File: src/rtl/div_pkg.sv
// Shared definitions for the restoring divider: state encoding, default width,
// divide-by-zero constants and the iteration-counter width helper.
package div_pkg;

  typedef enum logic [1:0] {
    S_IDLE = 2'd0,
    S_OP   = 2'd1,
    S_FIX  = 2'd2,
    S_END  = 2'd3
  } state_t;

  localparam int unsigned DEFAULT_DATA_W = 32;

  // Divide by zero: every quotient bit is set; the remainder echoes the dividend.
  localparam logic DIV0_QUOT_BIT = 1'b1;

  function automatic int unsigned cnt_width(input int unsigned data_w);
    return $clog2(data_w + 1);
  endfunction

endpackage

File: src/rtl/div_step.sv
// One combinational radix-2 restoring step: trial-subtract the divisor from the
// shifted partial remainder and keep the difference only when it does not borrow.
module div_step #(
  parameter int unsigned DATA_W = 32
) (
  input  logic [DATA_W:0]   r_shift,
  input  logic [DATA_W-1:0] d,
  output logic [DATA_W-1:0] r_next,
  output logic              q_bit
);

  logic [DATA_W-1:0] diff;

  // R' < 2*D, so whenever the subtraction succeeds the difference fits in DATA_W bits.
  assign q_bit  = (r_shift >= {1'b0, d});
  assign diff   = r_shift[DATA_W-1:0] - d;
  assign r_next = q_bit ? diff : r_shift[DATA_W-1:0];

endmodule

File: src/rtl/restoring_divider.sv
// Multi-cycle radix-2 restoring divider with in_valid/stall/out_valid handshake.
// Define DIV_SIGNED_EN to add the div_signed port and the S_FIX sign-correction state.
module restoring_divider
  import div_pkg::*;
#(
  parameter int unsigned DATA_W = DEFAULT_DATA_W
) (
  input  logic              clk,
  input  logic              rst_n,
  input  logic              in_valid,
  input  logic [DATA_W-1:0] dividend,
  input  logic [DATA_W-1:0] divisor,
`ifdef DIV_SIGNED_EN
  input  logic              div_signed,
`endif
  output logic [DATA_W-1:0] quotient,
  output logic [DATA_W-1:0] remainder,
  output logic              out_valid,
  output logic              stall
);

  localparam int unsigned CNT_W = cnt_width(DATA_W);

  state_t            state, state_next;
  logic [CNT_W-1:0]  count;
  logic [DATA_W-1:0] q_work;
  logic [DATA_W-1:0] r_work;
  logic [DATA_W-1:0] d_work;
  logic [DATA_W:0]   r_shift;
  logic [DATA_W-1:0] r_next;
  logic [DATA_W-1:0] q_shifted;
  logic              q_bit;
  logic              last_step;
  logic              div_zero;
  logic [DATA_W-1:0] a_mag;
  logic [DATA_W-1:0] b_mag;

`ifdef DIV_SIGNED_EN
  logic a_neg, b_neg;
  logic q_neg, r_neg;

  // Iterate on magnitudes; signs are reapplied in S_FIX.
  always_comb begin
    a_neg = div_signed & dividend[DATA_W-1];
    b_neg = div_signed & divisor[DATA_W-1];
    a_mag = a_neg ? (~dividend + DATA_W'(1)) : dividend;
    b_mag = b_neg ? (~divisor + DATA_W'(1)) : divisor;
  end
`else
  always_comb begin
    a_mag = dividend;
    b_mag = divisor;
  end
`endif

  assign div_zero  = (divisor == '0);
  assign last_step = (count == CNT_W'(DATA_W - 1));
  assign r_shift   = {r_work, q_work[DATA_W-1]};
  assign q_shifted = {q_work[DATA_W-2:0], q_bit};

  div_step #(
    .DATA_W (DATA_W)
  ) u_step (
    .r_shift (r_shift),
    .d       (d_work),
    .r_next  (r_next),
    .q_bit   (q_bit)
  );

  always_ff @(posedge clk or negedge rst_n) begin
    if (!rst_n) begin
      state <= S_IDLE;
    end else begin
      state <= state_next;
    end
  end

  always_comb begin
    state_next = state;
    stall      = 1'b0;
    out_valid  = 1'b0;
    case (state)
      S_IDLE: begin
        if (in_valid) begin
          stall      = 1'b1;
          state_next = div_zero ? S_END : S_OP;
        end
      end
      S_OP: begin
        stall = 1'b1;
        if (last_step) begin
`ifdef DIV_SIGNED_EN
          state_next = S_FIX;
`else
          state_next = S_END;
`endif
        end
      end
      S_FIX: begin
        stall      = 1'b1;
        state_next = S_END;
      end
      S_END: begin
        out_valid  = 1'b1;
        state_next = S_IDLE;
      end
      default: state_next = S_IDLE;
    endcase
  end

  // Working registers iterate in place; the visible results change only when an
  // operation completes, so they hold through the next operation until it ends.
  always_ff @(posedge clk or negedge rst_n) begin
    if (!rst_n) begin
      count     <= '0;
      q_work    <= '0;
      r_work    <= '0;
      d_work    <= '0;
      quotient  <= '0;
      remainder <= '0;
`ifdef DIV_SIGNED_EN
      q_neg     <= 1'b0;
      r_neg     <= 1'b0;
`endif
    end else begin
      case (state)
        S_IDLE: begin
          if (in_valid) begin
            q_work <= a_mag;
            d_work <= b_mag;
            r_work <= '0;
            count  <= '0;
`ifdef DIV_SIGNED_EN
            q_neg  <= a_neg ^ b_neg;
            r_neg  <= a_neg;
`endif
            if (div_zero) begin
              quotient  <= {DATA_W{DIV0_QUOT_BIT}};
              remainder <= dividend;
            end
          end
        end
        S_OP: begin
          q_work <= q_shifted;
          r_work <= r_next;
          count  <= count + CNT_W'(1);
`ifndef DIV_SIGNED_EN
          if (last_step) begin
            quotient  <= q_shifted;
            remainder <= r_next;
          end
`endif
        end
`ifdef DIV_SIGNED_EN
        S_FIX: begin
          quotient  <= q_neg ? (~q_work + DATA_W'(1)) : q_work;
          remainder <= r_neg ? (~r_work + DATA_W'(1)) : r_work;
        end
`endif
        default: ;
      endcase
    end
  end

endmodule

File: config.mk
export PLATFORM = sky130hd
export DESIGN_NAME = restoring_divider
export DESIGN_NICKNAME = d
export VERILOG_FILES = /design/src/rtl/div_pkg.sv /design/src/rtl/div_step.sv /design/src/rtl/restoring_divider.sv
export SDC_FILE = /design/constraint.sdc
export NUM_CORES = 1
export LEC_CHECK = 0
export CORE_MARGIN = 2
export CORE_UTILIZATION = 37
export CTS_CLUSTER_DIAMETER = 50
export DETAILED_ROUTE_END_ITERATION = 8
export GPL_ROUTABILITY_DRIVEN = 0
export GPL_TIMING_DRIVEN = 1
export PLACE_DENSITY_LB_ADDON = 0.15
export SETUP_SLACK_MARGIN = 0.1
export SLEW_MARGIN = 20
export SYNTH_ARGS = -nofsm -noshare
export SYNTH_HDL_FRONTEND = slang
export SYNTH_SLANG_ARGS = --single-unit
File: constraint.sdc
create_clock -name clk -period 3.89 [get_ports clk]
set_input_delay 0.778 -clock clk [delete_from_list [all_inputs] [get_ports clk]]
set_output_delay 0.778 -clock clk [all_outputs]
set_load 0.01 [all_outputs]
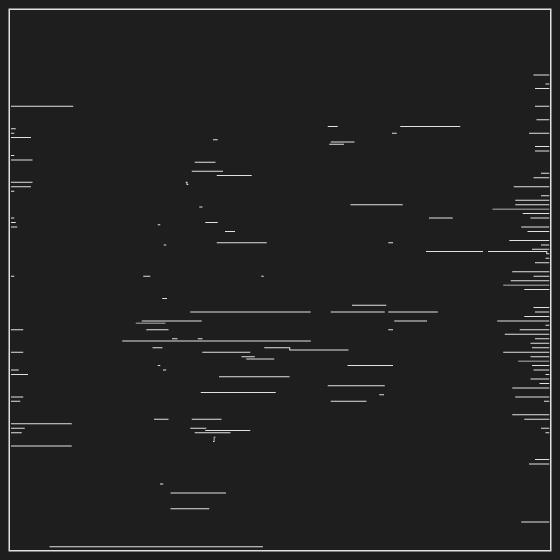
Figure 1: M3 wires.
main direction: horizontal
longest straight run: 64.6 um
wire length on this layer: 1080 um

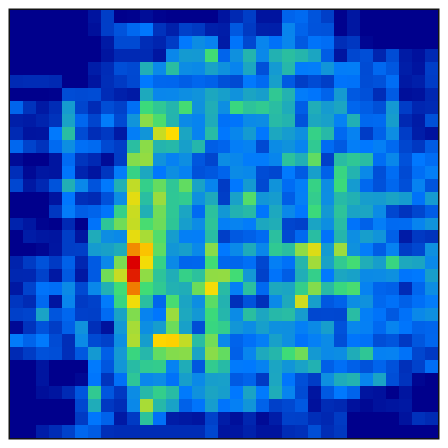
Figure 2: wiring heat map.
The die is cut into 33 by 33 equal tiles; dark blue is low, red is high, scaled to the fullest tile. Values are wire area over tile area, all layers added.
tiles over half the peak: 6.7%
nearly empty tiles: 12%
emptiest ninth of the die: upper left
total vias in the final route: 7967
final routed wire length divided by cell count: 17.8 um

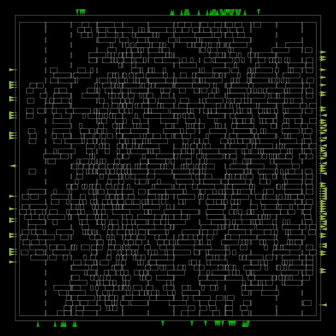
Figure 3: cell placement.
number of placement rows: 58
TAP cells: 330
FILL cells: 2439
fraction of the core area covered by cells at the end of the flow: 46.7%
CORE AREA: 25200 um2

==> run summary <==
run results: result of the run=finished clean, post-DP HPWL=~20000 um, M1 wire length=about 14000 um, fraction of area in registers=a little over a third, largest net degree at the start of global routing=between 70 and 80, class of the tightest hold or removal check=primary input to asynchronous set/reset pin, number of global-route vias before repair=7663, worst-case reg-to-reg path depth=10, buffers inserted during post-CTS setup optimization=0, sequential fraction of the synthesis area=44.2%, first element of the critical path=r_work[11], list of most frequent post-synthesis cells=sky130_fd_sc_hd__nand2_1, sky130_fd_sc_hd__dfrtp_1, sky130_fd_sc_hd__nor2_1, sky130_fd_sc_hd__o21ai_0, sky130_fd_sc_hd__a21oi_1, wire length on met2=11800 um, destination of the critical timing path=remainder[31], syn_area_per_cell=roughly 9.0 um2, area fraction in mux cells=about 9.9%, Biggest Area Class=combinational gates, delay of the slowest cell on the worst path=approximately 460 ps, total power density per cell area=approximately 1000 nW/um2, I/O pin total=between 100 and 150, inverter count of the layout excluding clock inverters=between 40 and 50, multi-input gate area in the final layout=4880 um2, M1 GR Usage=between 20 and 30%, worst flop-to-flop path endpoint=remainder[31], sequential group share of total power=around a quarter, cts bufs inserted=17, number of warnings in the stage logs=30, number of antenna violations at the first check in global routing=0, total gr overflow=0, number of levels the H-tree was split into=4, setup tns final=0 ps, area share, top type=44.2%, static leakage power=5.22 nW, Flop+latch power=between 3 and 4 mW, remaining design rule violation count=0, post-synthesis net count=between 1000 and 1500, starting density of the core=around 38%, Yosys warning total=0, comb_multi_in=slightly below 800, NumNets Final=1267, Gate power share=59.7%, Tot GR Track Use=between 20% and 30%, max-capacitance violation count=0, wire length of the first global-routing pass=roughly 42000 um, largest combinational cell category by area=simple AND/OR/NAND/NOR gates, logic share of the area=41.5%, power group with the highest consumption=combinational cells, FA/HA/MAJ Cells, Area Fraction=5.21%, clock tree from TritonCTS=done, non-filler instance count after layout=~1500, minimum period implied by the final worst setup slack=about 3500 ps, die outline height=approximately 160 um, Fin Clk Skew=about 16 ps, share of flip-flops with an asynchronous set or reset after synthesis=100%, quantity of I/O buffers inserted on ports=around 130, post-route worst hold slack=between 300 and 400 ps, power dissipated in the clock network=~1.7 mW, biggest area contributors in the synthesized netlist=sky130_fd_sc_hd__dfrtp_1, sky130_fd_sc_hd__nand2_1, sky130_fd_sc_hd__mux2_2, library cell contributing the largest single delay on the critical path=sky130_fd_sc_hd__a21oi_4, worst-skew pair later-pin latency=roughly 430 ps
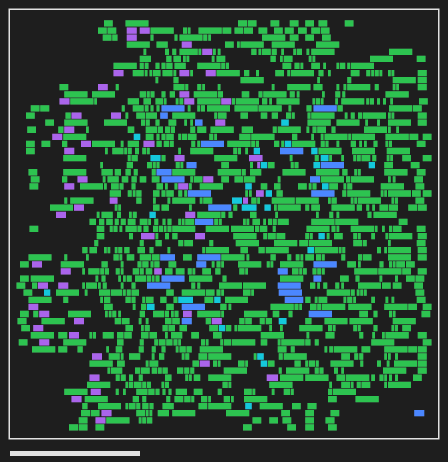
Figure 4: sizing map.
Bar = 50 um.
legend:
  blue:
    size: x6 and larger
    cells: 30
    share: 2.6%
  purple:
    size: x2
    cells: 57
    share: 4.9%
  cyan:
    size: x3 and x4
    cells: 28
    share: 2.4%
  green:
    size: x1 and smaller
    cells: 1058
    share: 90%

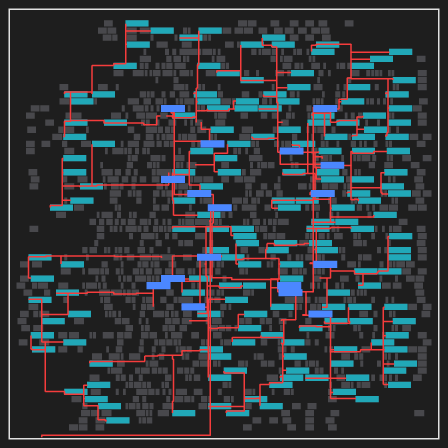
Figure 5: routed clock nets over the placement.
legend:
  blue:
    item: clock-net drivers
    count: 17
  cyan:
    item: flip-flops
    count: 168
  red:
    item: clock wires
    length: 2330 um
routed clock nets: 18

Power figures rest on the tool's default switching activity, not on a simulated workload.
